### src/rtl/rom_stream_sequencer.sv
`default_nettype none
// ============================================================================
//  Module      : rom_stream_sequencer
//  Description : Reads a three-word header (opcode, argument, stop byte) from
//                a combinational ROM, then walks the payload area decoding one
//                byte per word and streams it out over a valid/ready
//                handshake until the decoded stop byte or the end of the ROM.
//  Revision    : 1.0 - initial release
// ============================================================================
module rom_stream_sequencer #(
    parameter logic [10:0] DATA_BASE = 11'h00C,
    parameter logic [10:0] ADDR_LAST = 11'h7FC
) (
    input  logic        clk,
    input  logic        reset_n,
    input  logic        start,
    output logic [10:0] rom_addr,
    input  logic [31:0] rom_data,
    output logic [7:0]  out_byte,
    output logic        out_valid,
    input  logic        out_ready,
    output logic        busy,
    output logic        done,
    output logic [1:0]  err,
    output logic [8:0]  byte_count
);

    typedef enum logic [2:0] {
        S_IDLE     = 3'd0,
        S_HDR_OP   = 3'd1,
        S_HDR_ARG  = 3'd2,
        S_HDR_STOP = 3'd3,
        S_FETCH    = 3'd4,
        S_EMIT     = 3'd5,
        S_DONE     = 3'd6,
        S_ERR      = 3'd7
    } state_t;

    localparam logic [10:0] c_ADDR_OP   = 11'h000;
    localparam logic [10:0] c_ADDR_ARG  = 11'h004;
    localparam logic [10:0] c_ADDR_STOP = 11'h008;
    localparam logic [10:0] c_ADDR_STEP = 11'h004;
    localparam logic [1:0]  c_ERR_NONE  = 2'b00;
    localparam logic [1:0]  c_ERR_OP    = 2'b01;
    localparam logic [1:0]  c_ERR_OVR   = 2'b10;

    state_t      r_state,      w_state_nxt;
    logic [10:0] r_rom_addr,   w_rom_addr_nxt;
    logic [7:0]  r_out_byte,   w_out_byte_nxt;
    logic        r_out_valid,  w_out_valid_nxt;
    logic [1:0]  r_err,        w_err_nxt;
    logic [8:0]  r_byte_count, w_byte_count_nxt;
    logic [1:0]  r_op,         w_op_nxt;
    logic [7:0]  r_arg,        w_arg_nxt;
    logic [7:0]  r_stop,       w_stop_nxt;
    logic [7:0]  w_decoded;

    // Payload decode of the word currently presented by the ROM
    always_comb begin
        w_decoded = rom_data[7:0];
        case (r_op)
            2'd1:    w_decoded = rom_data[7:0] ^ r_arg;
            2'd2:    w_decoded = ~rom_data[7:0];
            2'd3:    w_decoded = rom_data[7:0] + r_arg;
            default: w_decoded = rom_data[7:0];
        endcase
    end

    // Next-state and next-register-value logic for the sequencer
    always_comb begin
        w_state_nxt      = r_state;
        w_rom_addr_nxt   = r_rom_addr;
        w_out_byte_nxt   = r_out_byte;
        w_out_valid_nxt  = r_out_valid;
        w_err_nxt        = r_err;
        w_byte_count_nxt = r_byte_count;
        w_op_nxt         = r_op;
        w_arg_nxt        = r_arg;
        w_stop_nxt       = r_stop;

        case (r_state)
            S_IDLE, S_DONE, S_ERR: begin
                if (start) begin
                    w_state_nxt      = S_HDR_OP;
                    w_rom_addr_nxt   = c_ADDR_OP;
                    w_byte_count_nxt = 9'd0;
                    w_err_nxt        = c_ERR_NONE;
                end
            end
            S_HDR_OP: begin
                // Only opcodes 1..3 with all upper bits clear are legal
                if ((rom_data[31:2] != 30'd0) || (rom_data[1:0] == 2'd0)) begin
                    w_state_nxt = S_ERR;
                    w_err_nxt   = c_ERR_OP;
                end else begin
                    w_op_nxt       = rom_data[1:0];
                    w_rom_addr_nxt = c_ADDR_ARG;
                    w_state_nxt    = S_HDR_ARG;
                end
            end
            S_HDR_ARG: begin
                w_arg_nxt      = rom_data[7:0];
                w_rom_addr_nxt = c_ADDR_STOP;
                w_state_nxt    = S_HDR_STOP;
            end
            S_HDR_STOP: begin
                w_stop_nxt     = rom_data[7:0];
                w_rom_addr_nxt = DATA_BASE;
                w_state_nxt    = S_FETCH;
            end
            S_FETCH: begin
                // The terminator ends the run and is never presented downstream
                if (w_decoded == r_stop) begin
                    w_state_nxt = S_DONE;
                end else begin
                    w_out_byte_nxt  = w_decoded;
                    w_out_valid_nxt = 1'b1;
                    w_state_nxt     = S_EMIT;
                end
            end
            S_EMIT: begin
                if (out_ready) begin
                    w_byte_count_nxt = r_byte_count + 9'd1;
                    w_out_valid_nxt  = 1'b0;
                    if (r_rom_addr == ADDR_LAST) begin
                        w_state_nxt = S_ERR;
                        w_err_nxt   = c_ERR_OVR;
                    end else begin
                        w_rom_addr_nxt = r_rom_addr + c_ADDR_STEP;
                        w_state_nxt    = S_FETCH;
                    end
                end
            end
            default: begin
                w_state_nxt = S_IDLE;
            end
        endcase
    end

    // State and datapath registers with synchronous active-low reset
    always_ff @(posedge clk) begin
        if (!reset_n) begin
            r_state      <= S_IDLE;
            r_rom_addr   <= 11'd0;
            r_out_byte   <= 8'd0;
            r_out_valid  <= 1'b0;
            r_err        <= c_ERR_NONE;
            r_byte_count <= 9'd0;
            r_op         <= 2'd0;
            r_arg        <= 8'd0;
            r_stop       <= 8'd0;
        end else begin
            r_state      <= w_state_nxt;
            r_rom_addr   <= w_rom_addr_nxt;
            r_out_byte   <= w_out_byte_nxt;
            r_out_valid  <= w_out_valid_nxt;
            r_err        <= w_err_nxt;
            r_byte_count <= w_byte_count_nxt;
            r_op         <= w_op_nxt;
            r_arg        <= w_arg_nxt;
            r_stop       <= w_stop_nxt;
        end
    end

    assign rom_addr   = r_rom_addr;
    assign out_byte   = r_out_byte;
    assign out_valid  = r_out_valid;
    assign err        = r_err;
    assign byte_count = r_byte_count;
    assign busy       = (r_state != S_IDLE) && (r_state != S_DONE) && (r_state != S_ERR);
    assign done       = (r_state == S_DONE);

endmodule
`default_nettype wire

### config.mk
export PLATFORM = sky130hd
export DESIGN_NAME = rom_stream_sequencer
export DESIGN_NICKNAME = d
export VERILOG_FILES = /design/src/rtl/rom_stream_sequencer.sv
export SDC_FILE = /design/constraint.sdc
export NUM_CORES = 1
export LEC_CHECK = 0
export CAP_MARGIN = 10
export CORE_UTILIZATION = 49
export DETAILED_ROUTE_END_ITERATION = 12
export HOLD_SLACK_MARGIN = 0.12
export PLACE_DENSITY_LB_ADDON = 0.3
export SLEW_MARGIN = 40
export SYNTH_ARGS = -nofsm -noshare
export SYNTH_HDL_FRONTEND = slang
export SYNTH_SLANG_ARGS = --single-unit
export TNS_END_PERCENT = 50
### constraint.sdc
create_clock -name clk -period 5.5 [get_ports clk]
set_input_delay 0.55 -clock clk [delete_from_list [all_inputs] [get_ports clk]]
set_output_delay 0.55 -clock clk [all_outputs]
set_load 0.01 [all_outputs]
Run 1, the metal 1 layer:
Supply wires on this layer in grey.
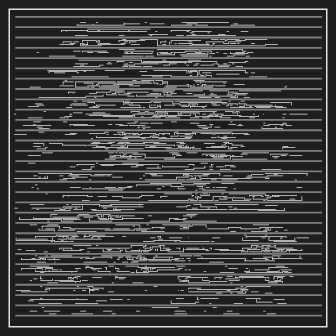
The layer carries 3410 µm of wire. The layer holds 45% of the routed length.

Run 1, the metal 2 layer:
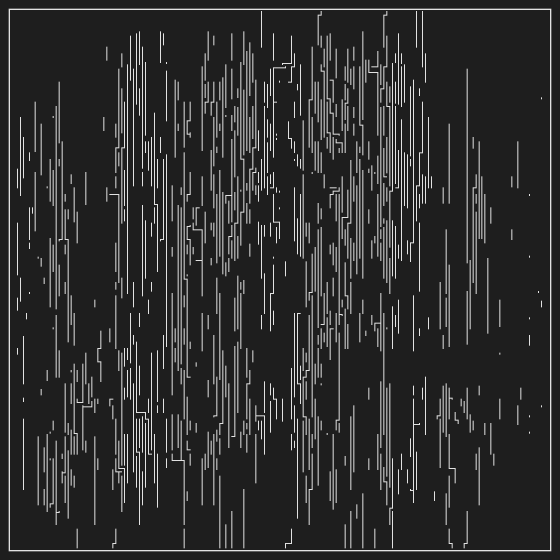
The layer holds 47% of the routed length. The wires run mostly vertical. The longest straight run is 35.4 µm.

Run 1, M3 wires:
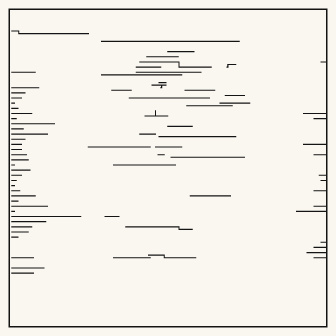
The layer holds 7.4% of the routed length. The wires run mostly horizontal. The layer carries 563 µm of wire. 70 nets have wire on it.

Run 1, wire density map:
Scale bar: 20 µm. 17 x 17 tiles, from dark purple (low) to yellow (high), scaled to the fullest tile. Values are wire area over tile area, all layers added.
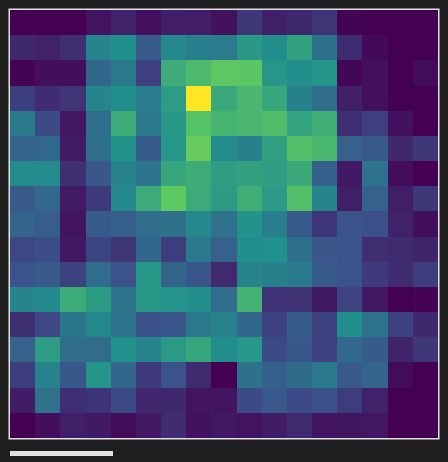
The mean over all tiles is 0.18. 8.7% of the tiles are nearly empty. The fullest tile reaches 0.61. 18% of the tiles are over half the peak.

==> metrics.yaml, run 1 <==
final_layout:
  nFillCells: 537
  nNonClkBuffers: 68
  instances_no_fill: 527
  finish.utilization_pct: 62.74
  drive_gt1_share_pct: 6.000
route:
  routedWlPerCell_um: 14.52
  vias_per_cell: 5.753
  dr_wl_met2_um: 3595
  wl_met3_um: 563
  dr_total_vias: 3032
final_timing:
  slew_viol_final: 0
pwr:
  p_sw_share_pct: 32.69
  power-per-cell-area_nw_per_um2: 227.2
  power.group.top: "sequential cells"
  p_comb_mw: 0.256
  ir_worst_vdd_uv: 126.3
setup_path:
  crit_buf_inv: 2
  endpoint_kind: "flop"
  path_cells: "clkdlybuf4s50_1, ha_1, inv_1, fa_1, nand2b_1, a211oi_1, o21ai_0, a21bo_2, o2111a_2, a31oi_4, mux2i_1"
  reg2reg_setup_slack_ns: 2.81
  required_ns: 5.74
logic_synthesis:
  xor_share_pct: 5.123
  synth_flops: 50
  synth.yosys.chip_area_um2: 3248
  ys_warn_count: 0
  mux_area_share_pct: 9.052
  synth_async_sr_flop_share_pct: 0
  synth-simple-area-share_pct: 24.77
  fa_ha_area_share_pct: 4.083
  yosysTopAreaCell: "dfxtp_1"
global_route:
  use_met2_pct: 37.26
  grt.busiest_layer: "met2"
  grt.overflow.total: 0
  grt.total_usage_pct: 22.51
  grt_pass1_vias: 2845
flow_run:
  tool_warnings: 26
placement:
  hpwl_um: 5736
die:
  num_io_pins: 69
  die-area_um2: 6958
cts:
  cts.sinks: 50
outcome:
  outcome: "finished, final reports clean"
hold_path:
  worst_hold_path.endpoint: "out_byte[0]"
Run 1, clock routing:
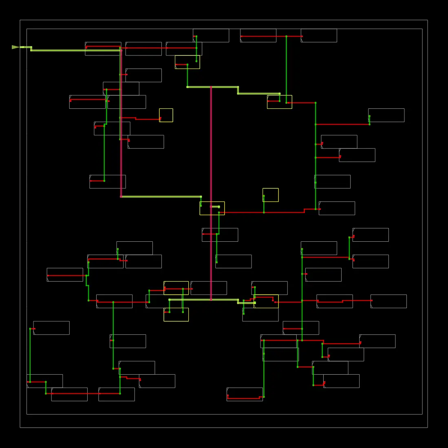

==> run 2, diff against run 1 <==
- clock period: 5.5 -> 3.2 ns (I/O delays scaled with it)
Run 2, clock routing:
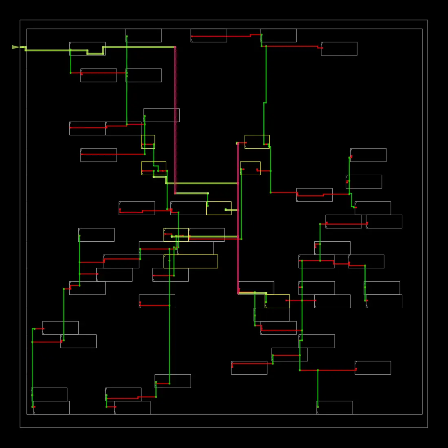
clk sinks: 50
Worst-Skew Late Latency: 0.31 ns
Worst Skew: 0.003335 ns

Run 2, M3 wires:
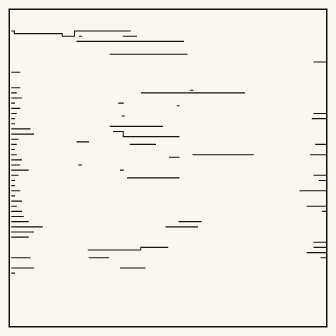
62 nets have wire on it. The layer holds 4.7% of the routed length. The wires run mostly horizontal.

==> run 2 against run 1 <==
Compared with the run above: synthesized cell count did not move; cell count rose by 2.1%; first-iteration DRC count fell by 16%; setup slack got worse by 1.9 ns; sequential power rose by 66%; critical path depth did not move; core utilization rose by 1.6 points; final area rose by 2.5%; clock skew fell by 0.0039 ns; flip-flop count did not move; power rose by 82%.
==> metrics.yaml, run 2 <==
final_timing:
  worstMarginPinSlew_ns: 0.7517
  slew_viol_final: 0
route:
  wl_met3_um: 368
  vias_per_cell: 5.664
  dr_wl_met2_um: 3645
  dr_total_vias: 3047
  routedWlPerCell_um: 14.62
die:
  dieWidth_um: 83.42
  num_io_pins: 69
  initial_core_util_pct: 50.86
  die-area_um2: 6958
placement:
  hpwl_um: 5892
  place_ws_ns: 0.06587
setup_path:
  ff2ff_path_depth: 7
  path_cells: "clkdlybuf4s50_1, ha_1, inv_1, fa_1, nand2b_1, a21oi_1, o41ai_2, o21a_1, o21a_1, a31oi_4, mux2i_1"
  endpoint_kind: "flop"
  crit_buf_inv: 2
  reg2reg_setup_slack_ns: 0.51
pwr:
  power.group.top: "sequential cells"
  p_comb_mw: 0.479
  ir_worst_vdd_uv: 238.1
  power-per-cell-area_nw_per_um2: 402.5
  clock_power_share_pct: 28.8
  p_sw_share_pct: 31.91
logic_synthesis:
  ff_type: "dfxtp_1"
  xor_share_pct: 5.123
  synth_async_sr_flop_share_pct: 0
  synth-simple-area-share_pct: 24.77
  fa_ha_area_share_pct: 4.083
  synth_flops: 50
  yosysTopAreaCell: "dfxtp_1"
final_layout:
  finish.utilization_pct: 64.30
  nNonClkBuffers: 79
  nFillCells: 572
  drive_gt1_share_pct: 8.026
  instances_no_fill: 538
hold_path:
  worst_hold_path.endpoint: "out_byte[2]"
  whs_path_depth: 2
global_route:
  use_met2_pct: 38.60
  grt.busiest_layer: "met2"
  grt.overflow.total: 0
flow_run:
  tool_warnings: 26
outcome:
  outcome: "finished, final reports clean"
Power is estimated from default activity; no workload was simulated.
